$ cat config.mk
export PLATFORM = sky130hd
export DESIGN_NAME = fetch_decode
export DESIGN_NICKNAME = d
export VERILOG_FILES = /design/src/rtl/fetch_decode.sv
export SDC_FILE = /design/constraint.sdc
export NUM_CORES = 1
export LEC_CHECK = 0
export CAP_MARGIN = 0
export CORE_ASPECT_RATIO = 1.2
export CORE_MARGIN = 2
export CORE_UTILIZATION = 54
export DETAILED_ROUTE_END_ITERATION = 10
export PLACE_DENSITY = 0.75
export RECOVER_POWER = 25
export SLEW_MARGIN = 0
export SYNTH_ARGS = -nofsm -noshare
export SYNTH_HDL_FRONTEND = slang
export SYNTH_SLANG_ARGS = --single-unit
export TNS_END_PERCENT = 1
$ cat constraint.sdc
create_clock -name CLK_50 -period 2.76 [get_ports CLK_50]
set_input_delay 0.552 -clock CLK_50 [delete_from_list [all_inputs] [get_ports CLK_50]]
set_output_delay 0.552 -clock CLK_50 [all_outputs]
set_load 0.1 [all_outputs]
$ cat src/rtl/fetch_decode.sv
// Fetch/decode front end: a step-tick paced FSM that fetches 16-bit words from a small
// program memory, decodes them and hands valid instructions to the ALU over a ready/valid pair.
module fetch_decode #(
   parameter int DIV_BITS = 26
) (
   input  logic        CLK_50,
   input  logic        RESET,
   input  logic        start,
   input  logic        prog_we,
   input  logic [3:0]  prog_addr,
   input  logic [15:0] prog_data,
   input  logic        issue_ready,
   output logic        issue_valid,
   output logic [3:0]  codop,
   output logic [3:0]  s4,
   output logic [3:0]  s3,
   output logic [3:0]  s2,
   output logic        sinal,
   output logic [3:0]  pc,
   output logic        busy,
   output logic        halted,
   output logic        illegal
);

   localparam logic [2:0] S_IDLE   = 3'd0;
   localparam logic [2:0] S_FETCH  = 3'd1;
   localparam logic [2:0] S_DECODE = 3'd2;
   localparam logic [2:0] S_ISSUE  = 3'd3;
   localparam logic [2:0] S_HALT   = 3'd4;

   localparam logic [DIV_BITS-1:0] DIV_ONE = 1;
   localparam logic [3:0]          OP_HALT = 4'hF;
   localparam logic [3:0]          OP_LAST = 4'hA;

   logic [2:0]          state;
   logic [15:0]         mem [16];
   logic [15:0]         ir;
   logic [DIV_BITS-1:0] div_cnt;
   logic                tick;
   logic                prog_open;

   assign tick      = &div_cnt;
   assign prog_open = (state == S_IDLE) || (state == S_HALT);
   assign busy      = (state == S_FETCH) || (state == S_DECODE) || (state == S_ISSUE);

   // Program memory is deliberately outside reset so a reset never loses the loaded program.
   always_ff @(posedge CLK_50) begin
      if (!RESET && prog_we && prog_open) begin
         mem[prog_addr] <= prog_data;
      end
   end

   always_ff @(posedge CLK_50) begin
      if (RESET) begin
         div_cnt <= '0;
      end else begin
         div_cnt <= div_cnt + DIV_ONE;
      end
   end

   always_ff @(posedge CLK_50) begin
      if (RESET) begin
         state       <= S_IDLE;
         pc          <= 4'd0;
         ir          <= 16'd0;
         issue_valid <= 1'b0;
         sinal       <= 1'b0;
         halted      <= 1'b0;
         illegal     <= 1'b0;
         codop       <= 4'd0;
         s4          <= 4'd0;
         s3          <= 4'd0;
         s2          <= 4'd0;
      end else begin
         sinal <= 1'b0;
         case (state)
            S_IDLE, S_HALT: begin
               if (start) begin
                  pc      <= 4'd0;
                  halted  <= 1'b0;
                  illegal <= 1'b0;
                  state   <= S_FETCH;
               end
            end
            S_FETCH: begin
               if (tick) begin
                  ir    <= mem[pc];
                  state <= S_DECODE;
               end
            end
            S_DECODE: begin
               if (ir[15:12] == OP_HALT) begin
                  halted <= 1'b1;
                  state  <= S_HALT;
               end else if (ir[15:12] > OP_LAST) begin
                  // Reserved opcodes are skipped, never presented to the ALU.
                  illegal <= 1'b1;
                  pc      <= pc + 4'd1;
                  state   <= S_FETCH;
               end else begin
                  codop       <= ir[15:12];
                  s4          <= ir[11:8];
                  s3          <= ir[7:4];
                  s2          <= ir[3:0];
                  issue_valid <= 1'b1;
                  state       <= S_ISSUE;
               end
            end
            S_ISSUE: begin
               if (issue_ready) begin
                  issue_valid <= 1'b0;
                  sinal       <= 1'b1;
                  pc          <= pc + 4'd1;
                  state       <= S_FETCH;
               end
            end
            default: state <= S_IDLE;
         endcase
      end
   end

endmodule

Figure 1. Cell classes on the final placement (run 1).
Scale bar: 50 µm.
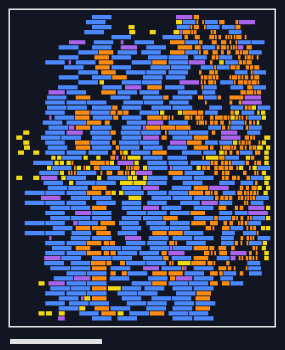
[purple] clock drivers and dummy loads | cells: 51 | share of their area: 7.0%
[blue] flip-flops | cells: 325 | share of their area: 64%
[orange] all other logic | cells: 383 | share of their area: 24%
[yellow] other buffers and delay cells | cells: 89 | share of their area: 5.7%

Figure 2. Cell placement (run 1).
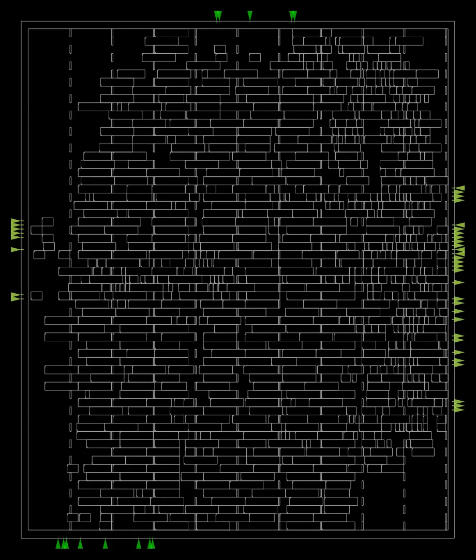
registers: 325
Tapcell Cnt: 315
flip-flop and latch share of the layout cell area: 62.0%

==> results_slide.txt, run 1 <==
Key Metrics from the Run

Finish
  – Diodes inserted: 0
  – Signal buf overhead: 5.51%
  – Multi-In Gates: 381
  – Gate Area: 3360 µm²
  – Final-layout fill cell count: 1574
  – Most numerous logic cells after layout: edfxtp_1, dfxtp_1, mux4_2, nor2_1, buf_4

Logic synthesis
  – Synthesis Warnings: 0
  – Distinct cells, synth: 41
  – Top cells by count: edfxtp_1, dfxtp_1, mux4_2, nor2_1, nand2_1
  – Post-synth net total: 772
  – FF+latch count, synth: 325
  – Register share after synthesis: 72.1%
  – Synthesized area per cell: 16.9 µm²
  – Ys cells: 745
  – Async S/R FF share, synth: 0%

Clock network
  – H-tree levels: 1
  – CTS clk-pin slew, worst paths: 0.06 ns
  – Post-CTS Setup Repair Bufs: 0

Power
  – Pwr top: sequential cells
  – Leakage Power: 4.68 nW
  – Clock network power: 0.00419 W
  – Clock power frac: 43.2%
  – Power per Cell Area: 664 nW/µm²
  – Sequential fraction of design power: 54.7%

Routing
  – Number of detailed-routing iterations run before antenna repair: 5
  – DR vias: 6854
  – Via density: 5.89

Flow run
  – Max_cap viols: 0

Floorplanning
  – IO Count: 50
  – Die H: 171 µm
  – Die X-Extent: 143 µm
  – Floorplan utilization: 54.5%

Timing
  – Final Cycle Share: 80.5%
  – Max Freq: 450 MHz
  – Max Transition Viols Final: 0

Placement
  – GP Congestion: 0.834

Setup path
  – CP Capture Type: flop
  – CP max FO: 29
  – Slowest CP cell: dfxtp_4

Status
  – Status: finished clean
Figure 3. Logic cells by family (run 1).
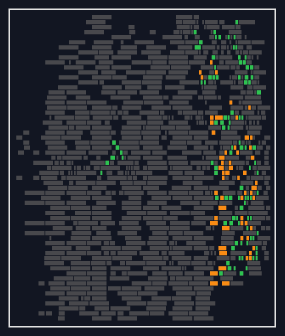
[orange] inverting AOI/OAI gates | cells: 56
[green] NAND gates | cells: 97 | where: a column on the right

-- run 1: stage by stage --
step | utilization, % | instance area, µm² | setup TNS, ns | worst slack (ns)
floorplan | - | 12600 | -4.44 | -0.161
global placement | 59.2 | 13600 | 0 | 0.285
detailed placement | 59.2 | 13600 | 0 | 0.191
CTS | 63.5 | 14600 | 0 | 0.501
global route | 63.5 | 14600 | 0 | 0.424
finish | 63.5 | 14600 | 0 | 0.538
-- run 1: final timing paths --
path / startpoint / end / slack, ns / cells past startpoint
setup / recovery: pc[0]$_SDFFE_PP0P_ / ir[4]$_SDFFE_PP0P_ / 0.54 / 5
hold / removal: ir[0]$_SDFFE_PP0P_ / s2[0]$_SDFFE_PP0P_ / 0.45 / 2
setup reg to reg: pc[0]$_SDFFE_PP0P_ / ir[4]$_SDFFE_PP0P_ / 0.54 / 5
hold reg to reg: ir[0]$_SDFFE_PP0P_ / s2[0]$_SDFFE_PP0P_ / 0.45 / 2
-- run 1: layer usage --
metal / vias up / track usage (%)
met5: - / 0
met3: 42 / 2.77
li1: 3070 / -
met2: 278 / 36.6
met1: 3464 / 29.7
met4: 0 / 5.24
-- run 1: worst register-to-register path: cells and delay by family, from the launching register on --
kind	cells	cell delay, ns
and+or+nand+nor	1	0.19
muxes	1	0.55
DFF	1	0.69
AOI/OAI and AO/OA	2	0.37
buffers and inverters	1	0.31
-- run 1: cell families (layout without fill, tap and decap cells) --
kind of cell | after synthesis | in the layout | synth area share, %
flip-flops | 325 | 325 | 72.1
adder cells (fa/ha/maj) | 2 | 2 | 0.199
AND-OR/OR-AND | 89 | 89 | 5.34
multiplexers | 64 | 64 | 11.5
buffers and inverters | 39 | 142 | 1.29
AND/OR/NAND/NOR | 203 | 203 | 7.96
XOR/XNOR | 23 | 23 | 1.60
--- run 2 (diff from run 1) ---
==> constraint.sdc (replaced) <==
create_clock -name CLK_50 -period 1.8 [get_ports CLK_50]
set_input_delay 0.36 -clock CLK_50 [delete_from_list [all_inputs] [get_ports CLK_50]]
set_output_delay 0.36 -clock CLK_50 [all_outputs]
set_load 0.1 [all_outputs]
Figure 4. Cell placement (run 2).
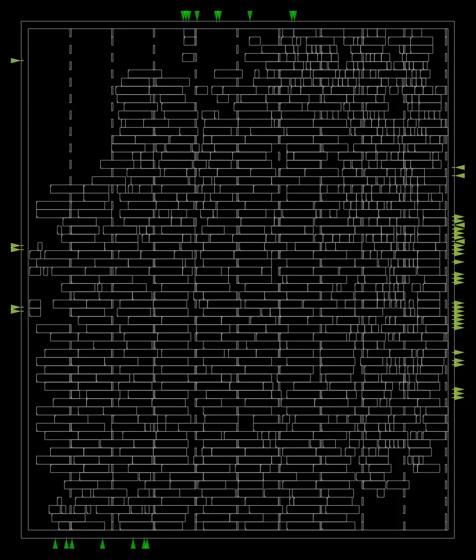
flip-flop and latch share of the layout cell area: 57.0%
CORE AREA: 23000 µm²
Core Rows: 61
final cell count without fillers: 1214
final-layout fill cell count: 1442

Figure 5. Clock distribution (run 2).
Scale bar: 50 µm.
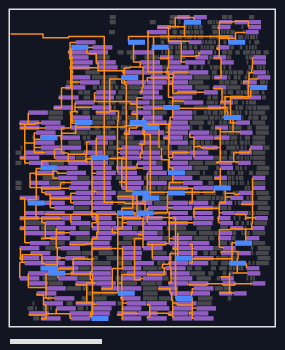
[blue] cells driving clock nets | count: 31
[orange] clock wires | length: 3620 µm
[purple] flip-flops | count: 325
flops lie: spread over the die

==> results_slide.txt, run 2 <==
Key Metrics from the Run

Finish
  – Finished Core Util: 69.2%
  – Most numerous logic cells after layout: edfxtp_1, mux4_2, dfxtp_1, buf_12, nand2_1
  – Signal buf overhead: 11.1%
  – Logic inverters: 2
  – Registers: 325
  – Multi-In Gates: 381
  – Gate Area: 3620 µm²
  – Diodes inserted: 0

Logic synthesis
  – FF+latch count, synth: 325
  – Ys cells: 745
  – Distinct cells, synth: 41
  – Async S/R FF share, synth: 0%
  – Synthesized area per cell: 16.9 µm²
  – Synth Instances: 745
  – Post-synth net total: 772
  – Synthesis Warnings: 0
  – Register share after synthesis: 72.1%

Routing
  – Detail Route met2 WL: 15.7 mm
  – Number of detailed-routing iterations run before antenna repair: 5
  – DR vias: 7218
  – DRT Wirelength: 29.0 mm
  – Via density: 5.95
  – Post-route ant nets: 0

Floorplanning
  – Die X-Extent: 143 µm
  – Floorplan utilization: 54.5%
  – Tapcell Cnt: 315
  – IO Count: 50
  – Die H: 171 µm

Setup path
  – R2R Path Start: state[1]$_SDFFE_PP0P_
  – CP Capture Type: flop
  – Capturing point of the worst reg2reg path: mem[12][6]$_DFFE_PP_
  – Worst-case reg-to-reg path depth: 6
  – Worst reg-to-reg setup slack: -0.06 ns

Power
  – Clock network power: 0.00674 W
  – Pwr top: sequential cells
  – Power per Cell Area: 959 nW/µm²
  – Leakage Power: 5.10 nW
  – Clock power frac: 44.1%
  – Sequential fraction of design power: 53.3%

Timing
  – Max Transition Viols Final: 0
  – Final Cycle Share: 103%
  – Setup ws final: -0.0607 ns
  – Max Freq: 537 MHz
  – Final setup vio count: 117

Global routing
  – M1 GR Usage: 30.3%
  – Routing usage on met3: 3.13%
  – Met2 usage: 44.1%
  – First-pass GRT wire length: 44.0 mm
  – GRT busiest layer: met2

Placement
  – I/O Buffers: 49
  – GP Congestion: 0.801
  – Hpwl dp: 17.7 mm

Clock network
  – CTS clk-pin slew, worst paths: 0.06 ns
  – H-tree levels: 1

Min path
  – WHS Endpoint: sinal$_SDFF_PP0_
  – Hold_sp: issue_ready
  – Hold Path Stages: 3

Flow run
  – Max_cap viols: 0

Status
  – Status: complete, but fails checks
  – Failing checks: setup timing
run 2: cell families after synthesis:
| family | synth area share [%] |
|---|---|
| flip-flops | 72.1 |
| XOR/XNOR | 1.60 |
| AND-OR/OR-AND | 5.34 |
| AND/OR/NAND/NOR | 7.96 |
| multiplexers | 11.5 |
| buffers and inverters | 1.29 |
| adder cells (fa/ha/maj) | 0.199 |
run 2: how the worst max path moves through the flow:
| stage | from | end | cells past startpoint |
|---|---|---|---|
| finish | state[1]$_SDFFE_PP0P_ | mem[12][6]$_DFFE_PP_ | 6 |
| global placement | prog_we | mem[4][14]$_DFFE_PP_ | 6 |
| global route | state[1]$_SDFFE_PP0P_ | mem[8][6]$_DFFE_PP_ | 6 |
| detailed placement | prog_we | mem[4][13]$_DFFE_PP_ | 6 |
| floorplan | div_cnt[0]$_SDFF_PP0_ | ir[0]$_SDFFE_PP0P_ | 8 |
| CTS | pc[0]$_SDFFE_PP0P_ | ir[9]$_SDFFE_PP0P_ | 7 |
run 2: critical path: stages, from the launching register on:
cell and delay (ns):
dfxtp_2 0.35, nor4b_4 0.41, buf_4 0.20, nand3_1 0.09
buf_6 0.17, nor3_4 0.16, buf_12 0.19
run 2: metrics by stage:
step	instance area (µm²)	power (W)	hold WS (ns)	worst slack [ns]	TNS [ns]
global placement	14500	0.00868	0.447	-0.416	-93.84
floorplan	12800	0.00844	0.432	-0.227	-26.14
CTS	15900	0.0153	0.402	-0.0837	-0.940
finish	15900	0.0153	0.417	-0.0607	-2.76
detailed placement	14500	0.00870	0.450	-0.482	-109.35
global route	15900	0.0157	0.423	-0.137	-15.79
run 2: timing repair:
item | 4_1_cts | 5_1_grt
setup endpoints to repair | 157 | 257
gates cloned | 3 | 1
pin swaps | 11 | 7
hold endpoints to repair | 0 | 0
gates resized | 30 | 16
setup buffers | 7 | 2
Power and IR drop assume default switching activity.
